$ cat src/rtl/fetch_queue.sv
// fetch_queue: instruction-fetch stage with an in-order prefetch queue and redirect flush.
// Latency: one request per cycle; a response is visible at the queue head one cycle after it returns.
// Backpressure: stops issuing when queue plus in-flight reach DEPTH; mem_valid is never stalled.
// Optional perf counters are enabled with `define FETCH_PERF_EN.

// Small in-order FIFO. The caller guarantees it is never pushed when full or popped when empty.
module fetch_queue_fifo #(
   parameter int WIDTH = 32,
   parameter int DEPTH = 2
) (
   input  logic             clk,
   input  logic             rst,
   input  logic             flush,
   input  logic             push_vld,
   input  logic [WIDTH-1:0] push_dat,
   input  logic             pop_rdy,
   output logic [WIDTH-1:0] pop_dat
);
   localparam int PTR_W = (DEPTH > 1) ? $clog2(DEPTH) : 1;

   logic [WIDTH-1:0] mem [DEPTH];
   logic [PTR_W-1:0] wr_ptr;
   logic [PTR_W-1:0] rd_ptr;

   // DEPTH need not be a power of two, so pointers wrap explicitly.
   function automatic logic [PTR_W-1:0] ptr_inc(input logic [PTR_W-1:0] p);
      return (p == PTR_W'(DEPTH - 1)) ? '0 : p + PTR_W'(1);
   endfunction

   // Pointer update; flush discards every entry at once.
   always_ff @(posedge clk or negedge rst) begin
      if (!rst) begin
         wr_ptr <= '0;
         rd_ptr <= '0;
      end else if (flush) begin
         wr_ptr <= '0;
         rd_ptr <= '0;
      end else begin
         if (push_vld) wr_ptr <= ptr_inc(wr_ptr);
         if (pop_rdy)  rd_ptr <= ptr_inc(rd_ptr);
      end
   end

   // Storage write; contents need no reset because pointers define validity.
   always_ff @(posedge clk) begin
      if (push_vld && !flush) mem[wr_ptr] <= push_dat;
   end

   assign pop_dat = mem[rd_ptr];
endmodule

module fetch_queue #(
   parameter int              XLEN            = 32,
   parameter int              DEPTH           = 4,
   parameter int              MAX_OUTSTANDING = 2,
   parameter logic [XLEN-1:0] RESET_PC        = '0
) (
   input  logic            clk,
   input  logic            rst,
   input  logic            mispredict_in,
   input  logic [XLEN-1:0] correct_pc_in,
   input  logic            predict_taken_in,
   input  logic [XLEN-1:0] predict_target_in,
   output logic            request,
   output logic [XLEN-1:0] address_out,
   output logic [3:0]      mask,
   output logic            we_re,
   input  logic            mem_ready,
   input  logic            mem_valid,
   input  logic [XLEN-1:0] instruction_fetch,
   output logic            instr_valid,
   output logic [XLEN-1:0] instruction,
   output logic [XLEN-1:0] instr_pc,
   input  logic            instr_ready
`ifdef FETCH_PERF_EN
   ,
   output logic [31:0]     perf_req_count,
   output logic [31:0]     perf_drop_count
`endif
);
   localparam int PTR_W  = $clog2(DEPTH);
   localparam int CNT_W  = PTR_W + 1;
   localparam int OUT_W  = $clog2(MAX_OUTSTANDING + 1);
   localparam int OCC_W  = CNT_W + 1;
   // Stale responses can pile up across back-to-back redirects under long memory latency.
   localparam int DROP_W = 8;

   logic [XLEN-1:0]   pc;
   logic [XLEN-1:0]   q_pc    [DEPTH];
   logic [XLEN-1:0]   q_instr [DEPTH];
   logic [PTR_W-1:0]  rd_ptr;
   logic [PTR_W-1:0]  wr_ptr;
   logic [CNT_W-1:0]  count;
   logic [OUT_W-1:0]  outstanding;
   logic [DROP_W-1:0] drop_cnt;

   logic              deq;
   logic              take_redirect;
   logic              redirect;
   logic              accept;
   logic              resp_keep;
   logic              resp_drop;
   logic [OCC_W-1:0]  occupancy;
   logic [XLEN-1:0]   pend_pc;

   assign mask        = 4'b1111;
   assign we_re       = 1'b0;
   assign address_out = pc;
   assign instr_valid = (count != '0);
   // Outputs read as zero when empty so nothing uninitialised leaks out of storage.
   assign instruction = instr_valid ? q_instr[rd_ptr] : '0;
   assign instr_pc    = instr_valid ? q_pc[rd_ptr]    : '0;

   // Issue/accept/response classification; any redirect kills issue and the arriving response.
   always_comb begin
      deq           = instr_valid && instr_ready;
      take_redirect = !mispredict_in && predict_taken_in && deq;
      redirect      = mispredict_in || take_redirect;
      occupancy     = OCC_W'(count) + OCC_W'(outstanding);
      request       = rst && !redirect
                      && (outstanding < OUT_W'(MAX_OUTSTANDING))
                      && (occupancy < OCC_W'(DEPTH));
      accept        = request && mem_ready;
      resp_drop     = mem_valid && ((drop_cnt != '0) || redirect);
      resp_keep     = mem_valid && (drop_cnt == '0) && !redirect;
   end

   // Fetch PC: mispredict beats predicted-taken, which beats sequential advance.
   always_ff @(posedge clk or negedge rst) begin
      if (!rst)              pc <= RESET_PC;
      else if (mispredict_in) pc <= correct_pc_in;
      else if (take_redirect) pc <= predict_target_in;
      else if (accept)        pc <= pc + XLEN'(4);
   end

   // Queue pointers and occupancy; a redirect always leaves the queue empty.
   always_ff @(posedge clk or negedge rst) begin
      if (!rst) begin
         rd_ptr <= '0;
         wr_ptr <= '0;
         count  <= '0;
      end else if (redirect) begin
         rd_ptr <= '0;
         wr_ptr <= '0;
         count  <= '0;
      end else begin
         if (resp_keep) wr_ptr <= wr_ptr + PTR_W'(1);
         if (deq)       rd_ptr <= rd_ptr + PTR_W'(1);
         count <= count + CNT_W'(resp_keep) - CNT_W'(deq);
      end
   end

   // Queue storage write of {pc, instruction}.
   always_ff @(posedge clk) begin
      if (resp_keep) begin
         q_pc[wr_ptr]    <= pend_pc;
         q_instr[wr_ptr] <= instruction_fetch;
      end
   end

   // In-flight tracking. On redirect every live request becomes stale; a response arriving
   // that same cycle is one of them (or an already-stale one), so it is subtracted once.
   always_ff @(posedge clk or negedge rst) begin
      if (!rst) begin
         outstanding <= '0;
         drop_cnt    <= '0;
      end else if (redirect) begin
         outstanding <= '0;
         drop_cnt    <= drop_cnt + DROP_W'(outstanding) - DROP_W'(mem_valid);
      end else begin
         outstanding <= outstanding + OUT_W'(accept) - OUT_W'(resp_keep);
         if (mem_valid && (drop_cnt != '0)) drop_cnt <= drop_cnt - DROP_W'(1);
      end
   end

   // Pending-PC FIFO holds only live-path requests: flushed on redirect, so stale
   // responses never pop it and it never needs more than MAX_OUTSTANDING entries.
   fetch_queue_fifo #(
      .WIDTH (XLEN),
      .DEPTH (MAX_OUTSTANDING)
   ) u_pend_pc (
      .clk      (clk),
      .rst      (rst),
      .flush    (redirect),
      .push_vld (accept),
      .push_dat (pc),
      .pop_rdy  (resp_keep),
      .pop_dat  (pend_pc)
   );

`ifdef FETCH_PERF_EN
   // Free-running wrapping event counters.
   always_ff @(posedge clk or negedge rst) begin
      if (!rst) begin
         perf_req_count  <= '0;
         perf_drop_count <= '0;
      end else begin
         if (accept)    perf_req_count  <= perf_req_count + 32'd1;
         if (resp_drop) perf_drop_count <= perf_drop_count + 32'd1;
      end
   end
`endif
endmodule

$ cat config.mk
export PLATFORM = sky130hd
export DESIGN_NAME = fetch_queue
export DESIGN_NICKNAME = d
export VERILOG_FILES = /design/src/rtl/fetch_queue.sv
export SDC_FILE = /design/constraint.sdc
export NUM_CORES = 1
export LEC_CHECK = 0
export CAP_MARGIN = 40
export CORE_MARGIN = 2
export CORE_UTILIZATION = 50
export CTS_BUF_LIST = sky130_fd_sc_hd__clkbuf_4
export DETAILED_ROUTE_END_ITERATION = 8
export GPL_ROUTABILITY_DRIVEN = 0
export PLACE_DENSITY = 0.83
export SYNTH_ARGS = -nofsm -noshare
export SYNTH_HDL_FRONTEND = slang
export SYNTH_HIERARCHICAL = 1
export SYNTH_SLANG_ARGS = --single-unit
$ cat constraint.sdc
create_clock -name clk -period 4.6 [get_ports clk]
set_input_delay 0.46 -clock clk [delete_from_list [all_inputs] [get_ports clk]]
set_output_delay 0.46 -clock clk [all_outputs]
set_load 0.03 [all_outputs]
==> flow_summary.yaml, run 1 <==
# implementation run metrics
clock_tree:
  cts-root-buf: "clkbuf_4"
  ctsHtreeMaxLevel: 3
  clk_latency_ns: 0.69
  cts_buffer_depth: 3
  clkTransAtPathRegs_ns: 0.06
  ctsResizeCount: 0
  numCtsBuffers: 90
  cts_tree: "built"
synth:
  edf_count: 320
  synthTopCellsByArea: "edfxtp_1 60%, mux4_2 9.0%, dfrtp_1 8.0%"
  synth_top_cell_by_area: "edfxtp_1"
  ys_sh_xor: 0.0115
  yosysUniqueCellTypes: 74
  netlist_area_mm2: 0.0160
  avgSynthCellArea_um2: 16.7
  ys_top_logic_family: "multiplexers"
  synth_async_sr_flop_share: 0.137
  yosysWarnings: 6
  ys.flops: 371
  syn_inst: 954
  aoi_share: 0.0618
  synthMuxAreaShare: 0.122
power:
  power_clock_mw: 2.59
  intPower_mw: 6.64
  switchingPower_mw: 3.27
  swShare: 0.330
  power_mw: 9.91
  combPwrFrac: 0.324
  leakagePower_nw: 6.83
  maxPowerGroup: "registers"
  powerDensity_mw_per_mm2: 504
worst_setup_path:
  crit_slowest_cell: "dfrtp_4"
  crit_path_start_kind: "flip-flop"
  crit_fanout: 31
  crit_chain: "buf_4 -> mux4_2 -> and2_1 -> clkdlybuf4s50_1"
  reg2reg_slack_ns: 1.10
  worstPathRequired_ns: 4.14
  rr_worst_depth: 13
  slowest_delay_ns: 0.81
  cp_num_cells: 4
  cp-endpoint: "instr_pc[1]"
  critPathBufInv: 2
  path_delay_family: "buffers and inverters"
  arrival_ns: 3.27
  cp-startpoint: "rd_ptr[0]"
  reg2reg_from: "count[2]"
  crit_type: "reg2out"
  worst_r2r_endpoint: "count[2]"
  setup.worst_path.end_class: "output port"
place:
  hpwl_um: 22900
  preCtsSetupSlack_ns: 0.898
  dp.cells: 1533
  portBuffers: 200
timing:
  hold_viol: 0
  fin_setup_tns_ns: 0
  slew_headroom: 0.521
  period_used_share: 0.811
  slew_viol_final: 0
  tightest_slew_ns: 0.718
  rsz0062_at_grt: "no"
  min_period_ns: 3.73
  max_freq_mhz: 268
finish:
  seq_share: 0.555
  clkCellAreaFrac: 0.0576
  antenna_cells: 1
  num-fill-cells: 2245
  drive_gt1_frac: 0.218
  nonClkBufAreaFrac: 0.115
  stdcell_area_mm2: 0.0196
  nClkBuffers: 128
  n_all_buffers: 221
  largest_class: "sequential cells"
  largestRegisters: "q_instr (128), q_pc (128), u_pend_pc/mem (64)"
  synthToLayoutAreaGrowth_pct: 23.1
  lay_top_count: "edfxtp_1"
  flop-count: 371
  final_cells: 1694
floorplanning:
  ios: 206
  n_tap_cell: 402
  fp-utilization: 0.507
  dieArea_mm2: 0.0334
  die_w_um: 183
worst_hold_path:
  worstHoldStart: "correct_pc_in[1]"
  hold_path_class: "in2reg"
  holdPathEnd: "address_out[1]"
detailed_routing:
  route.detailed.drc: 0
  drt_first_pass_iters: 5
  wl_met1_um: 13900
  drtIter0Drc: 903
  antenna_left: 0
  wire_per_inst_um: 20.5
  dr_wl_met2_um: 17400
flow_run:
  tool_warnings: 36
  maxCapViolCount: 0
grt:
  gr-total-overflow: 0
  grt_pass1_wl_um: 53500
  grt_usage: 0.211
run_status:
  status: "complete, no violations"
run 1: synth_stat cells, drive strengths merged (11+ instances only):
master,number
a21oi,24
a22oi,11
a31oi,12
and2,74
buf,26
clkbuf,20
dfrtp,51
edfxtp,320
ha,28
inv,36
mux2,32
mux4,64
nand2,29
nand3,18
nand4,12
nor2,34
o21ai,36
xnor2,18
run 1: metal layers:
| metal | vias to the layer above | global-route usage |
|---|---|---|
| li1 | 4322 | - |
| met1 | 4641 | 0.264 |
| met2 | 407 | 0.360 |
| met3 | 67 | 0.0521 |
| met4 | 0 | 0.0748 |
| met5 | - | 0 |
run 1: timing repair:
item,in CTS,in global routing
setup endpoints to repair,0,0
buffers inserted,0,0
endpoints found under the hold margin,51,0
hold buffers,1,0
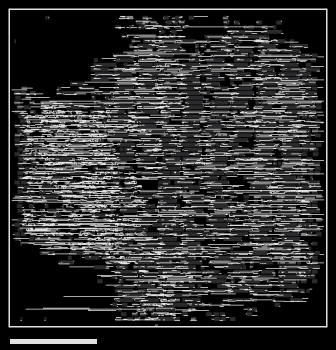
Fig. 1. Met1 routing (run 1).
The bar under the picture is 50 um long.
nets with wire on the layer: 1,220
main direction: horizontal
wire length on this layer: 13,900 um
total routed wirelength: 34,700 um
routed via count: 9,437
Global Route met1 Usage: 0.264

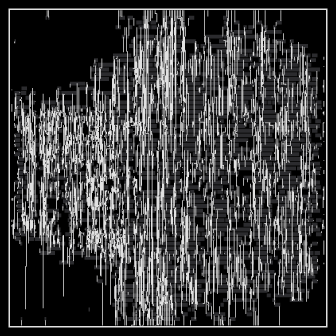
Fig. 2. The metal 2 layer (run 1).
nets with wire on the layer: 1,188
main direction: vertical
share of all routed wire: 50%
longest straight run: 98.4 um
wire length on this layer: 17,400 um
met2 Usage GRT: 0.360

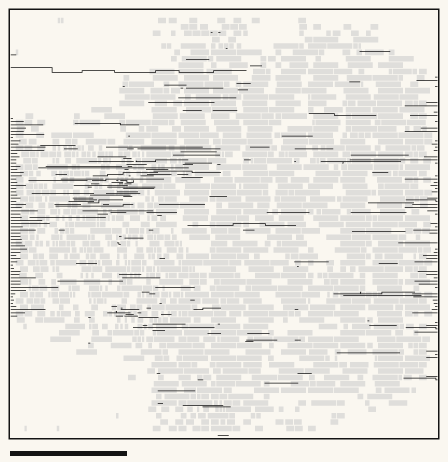
Fig. 3. M3 wires (run 1).
The bar under the picture is 50 um long.
share of all routed wire: 7.3%
longest straight run: 63.9 um
met3 global-route usage: 0.0521

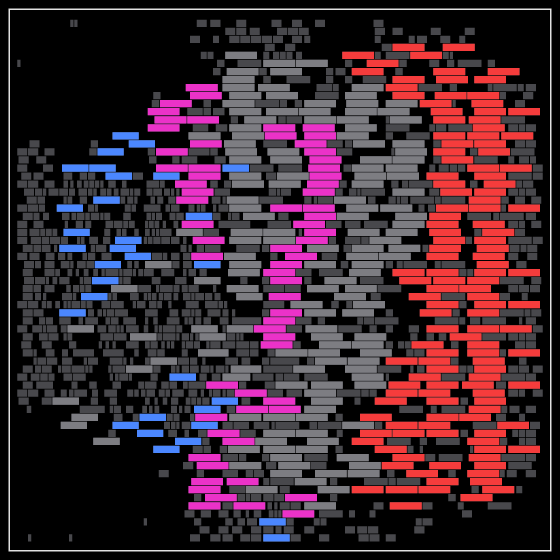
Fig. 4. Where the registers sit (run 1).
Other sequential cells in the stronger gray, the rest of the logic in the fainter gray.
| color | signal | flops |
|---|---|---|
| red | q_instr | 128 |
| magenta | u_pend_pc/mem | 64 |
| blue | address_out | 32 |
not colored: 147
Final Util: 0.624
power in sequential cells: 4.11 mW
FF+latch area: 0.0109 mm^2

==> inputs of run 2 (changes only) <==
==> constraint.sdc (replaced) <==
create_clock -name clk -period 3.35 [get_ports clk]
set_input_delay 0.335 -clock clk [delete_from_list [all_inputs] [get_ports clk]]
set_output_delay 0.335 -clock clk [all_outputs]
set_load 0.03 [all_outputs]
==> flow_summary.yaml, run 2 <==
# implementation run metrics
synth:
  avgSynthCellArea_um2: 16.7
  synthMuxAreaShare: 0.122
  syn_inst: 954
  common_cells: "320 x edfxtp_1, 74 x and2_1, 64 x mux4_2, 51 x dfrtp_1, 35 x inv_1"
  most_common_cell: "edfxtp_1"
  top_area_frac: 0.602
  aoi_share: 0.0618
  edf_count: 320
  simple_gate_share: 0.0722
  yosysUniqueCellTypes: 74
  ys_top_logic_family: "multiplexers"
  synth_top_cell_by_area: "edfxtp_1"
  synthAdderAreaFrac: 0.0245
  yosysWarnings: 6
  ys_sh_xor: 0.0115
  synth_async_sr_flop_share: 0.137
  ys.flops: 371
  netlist_area_mm2: 0.0160
  ys_cells: 954
  synthTopCellsByArea: "edfxtp_1 60%, mux4_2 9.0%, dfrtp_1 8.0%"
finish:
  logic_area_mm2: 0.00471
  inverters: 36
  fin_util: 0.633
  flop-count: 371
  stdcell_area_mm2: 0.0199
  synthToLayoutAreaGrowth_pct: 24.9
  comb_share: 0.236
  layout_top_cells: "320 x edfxtp_1, 197 x clkdlybuf4s50_1, 142 x clkbuf_4, 70 x and2_1, 64 x mux4_2"
  final_cells: 1726
  largest_class: "sequential cells"
  n_all_buffers: 245
  lay_top_count: "edfxtp_1"
  nClkBuffers: 142
  antenna_cells: 1
  register_area_mm2: 0.0109
  drive_gt1_frac: 0.240
  nonClkBufAreaFrac: 0.125
  largestRegisters: "q_instr (128), q_pc (128), u_pend_pc/mem (64)"
  num-multi-input-gates: 504
  clkCellAreaFrac: 0.0595
clock_tree:
  clk_latency_ns: 0.72
  numCtsBuffers: 91
  ctsHtreeMaxLevel: 3
  cts_buffer_depth: 3
  cts-root-buf: "clkbuf_4"
  cts_tree: "built"
  clkTransAtPathRegs_ns: 0.06
grt:
  grtUsageMet2: 0.363
  grtUsageMet1: 0.277
  grt_max_degree: 66
  grt_pass1_vias: 9861
  grt_usage: 0.214
  antenna_found_initial: 1
  grtUsageMet3: 0.0515
  grt_pass1_wl_um: 54300
  gr-total-overflow: 0
  grt.busiest_layer: "met2"
flow_run:
  maxCapViolCount: 0
  tool_warnings: 36
timing:
  rsz0062_at_grt: "no"
  slew_viol_final: 0
  tightest_slew_ns: 0.740
  hold_viol: 0
  min_period_ns: 3.14
  period_used_share: 0.937
  slew_headroom: 0.507
  finClkSkew_ns: 0.0574
  hold_slack_ns: 0.192
  fin_setup_tns_ns: 0
  setup_viol: 0
  max_freq_mhz: 318
worst_setup_path:
  crit_slowest_cell: "clkdlybuf4s50_1"
  slowest_delay_ns: 0.63
  crit_chain: "or3_2 -> buf_6 -> and2_1 -> clkdlybuf4s50_1"
  crit_type: "reg2out"
  crit_fanout: 65
  cp-startpoint: "count[2]"
  setup.worst_path.end_class: "output port"
  cp-endpoint: "instr_pc[6]"
  worstPathRequired_ns: 3.01
  arrival_ns: 2.81
  crit_path_start_kind: "flip-flop"
  reg2reg_from: "drop_cnt[5]"
  rr_worst_depth: 15
  worst_r2r_endpoint: "count[2]"
  reg2reg_slack_ns: 0.37
detailed_routing:
  route.detailed.drc: 0
  wl_met1_um: 14600
  antenna_left: 0
  num_vias: 9700
  top_layer_used: "met4"
  wirelength_um: 35500
  drt_first_pass_iters: 6
  drtIter0Drc: 801
  wire_per_inst_um: 20.6
  wl_met3_um: 2540
  dr_wl_met2_um: 17900
floorplanning:
  rows: 65
  fp-utilization: 0.507
  coreArea_mm2: 0.0315
  die_w_um: 183
  ios: 206
  n_tap_cell: 402
  dieArea_mm2: 0.0334
power:
  leakagePower_nw: 7.02
  pwr-share-clk: 0.265
  power_clock_mw: 3.68
  power_mw: 13.9
  powerSeq_mw: 5.53
  combPwrFrac: 0.337
  swShare: 0.328
  intPower_mw: 9.34
  maxPowerGroup: "registers"
  switchingPower_mw: 4.55
  powerDensity_mw_per_mm2: 697
worst_hold_path:
  holdPathEnd: "address_out[1]"
  hold_path_class: "in2reg"
  worstHoldStart: "correct_pc_in[1]"
place:
  preCtsSetupSlack_ns: 0.401
  portBuffers: 200
  dp.cells: 1547
  hpwl_um: 23000
run_status:
  status: "complete, no violations"
## run 2: cell count changes in the layout (fill, tap and decap cells not counted), moves of 2 or more
cell	previous run	this run
buf_16	3	0
buf_4	13	31
clkdlybuf4s50_1	199	197
clkinv_2	4	1
buf_8	0	2
clkbuf_4	128	142
clkinv_1	20	17
clkinv_4	0	2
buf_12	4	11
## run 2: critical path, delay by kind of cell (launching register included)
family                 cells  cell delay [ns]
buffers and inverters      2             0.88
AND/OR/NAND/NOR            2             0.76
flip-flops                 1             0.47
## run 2: repair_timing
item / CTS / global route
resized: 0 / 2
hold buffers: 1 / 0
setup endpoints to repair: 47 / 54
endpoints found under the hold margin: 51 / 0
cloned: 0 / 0
buffers inserted: 1 / 9
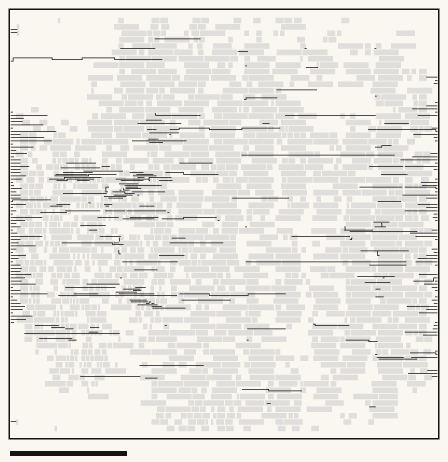
Fig. 5. M3 wires (run 2).
The bar under the picture is 50 um long.
main direction: horizontal
nets with wire on the layer: 222
share of all routed wire: 7.2%
longest straight run: 68.3 um

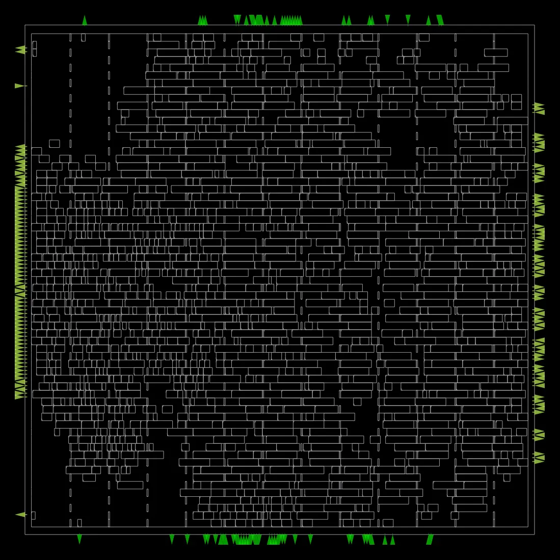
Fig. 6. Cell outlines without signal wires (run 2).
Seq area share: 0.547
fillers: 2,250

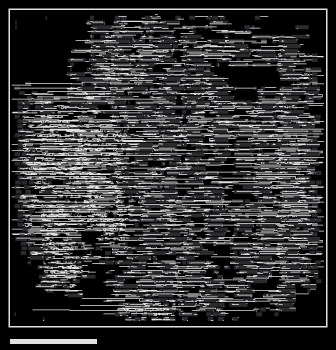
Fig. 7. Met1 routing (run 2).
The bar under the picture is 50 um long.
share of all routed wire: 41%
nets with wire on the layer: 1,235
wire length on this layer: 14,600 um

Power figures rest on the tool's default switching activity, not on a simulated workload.
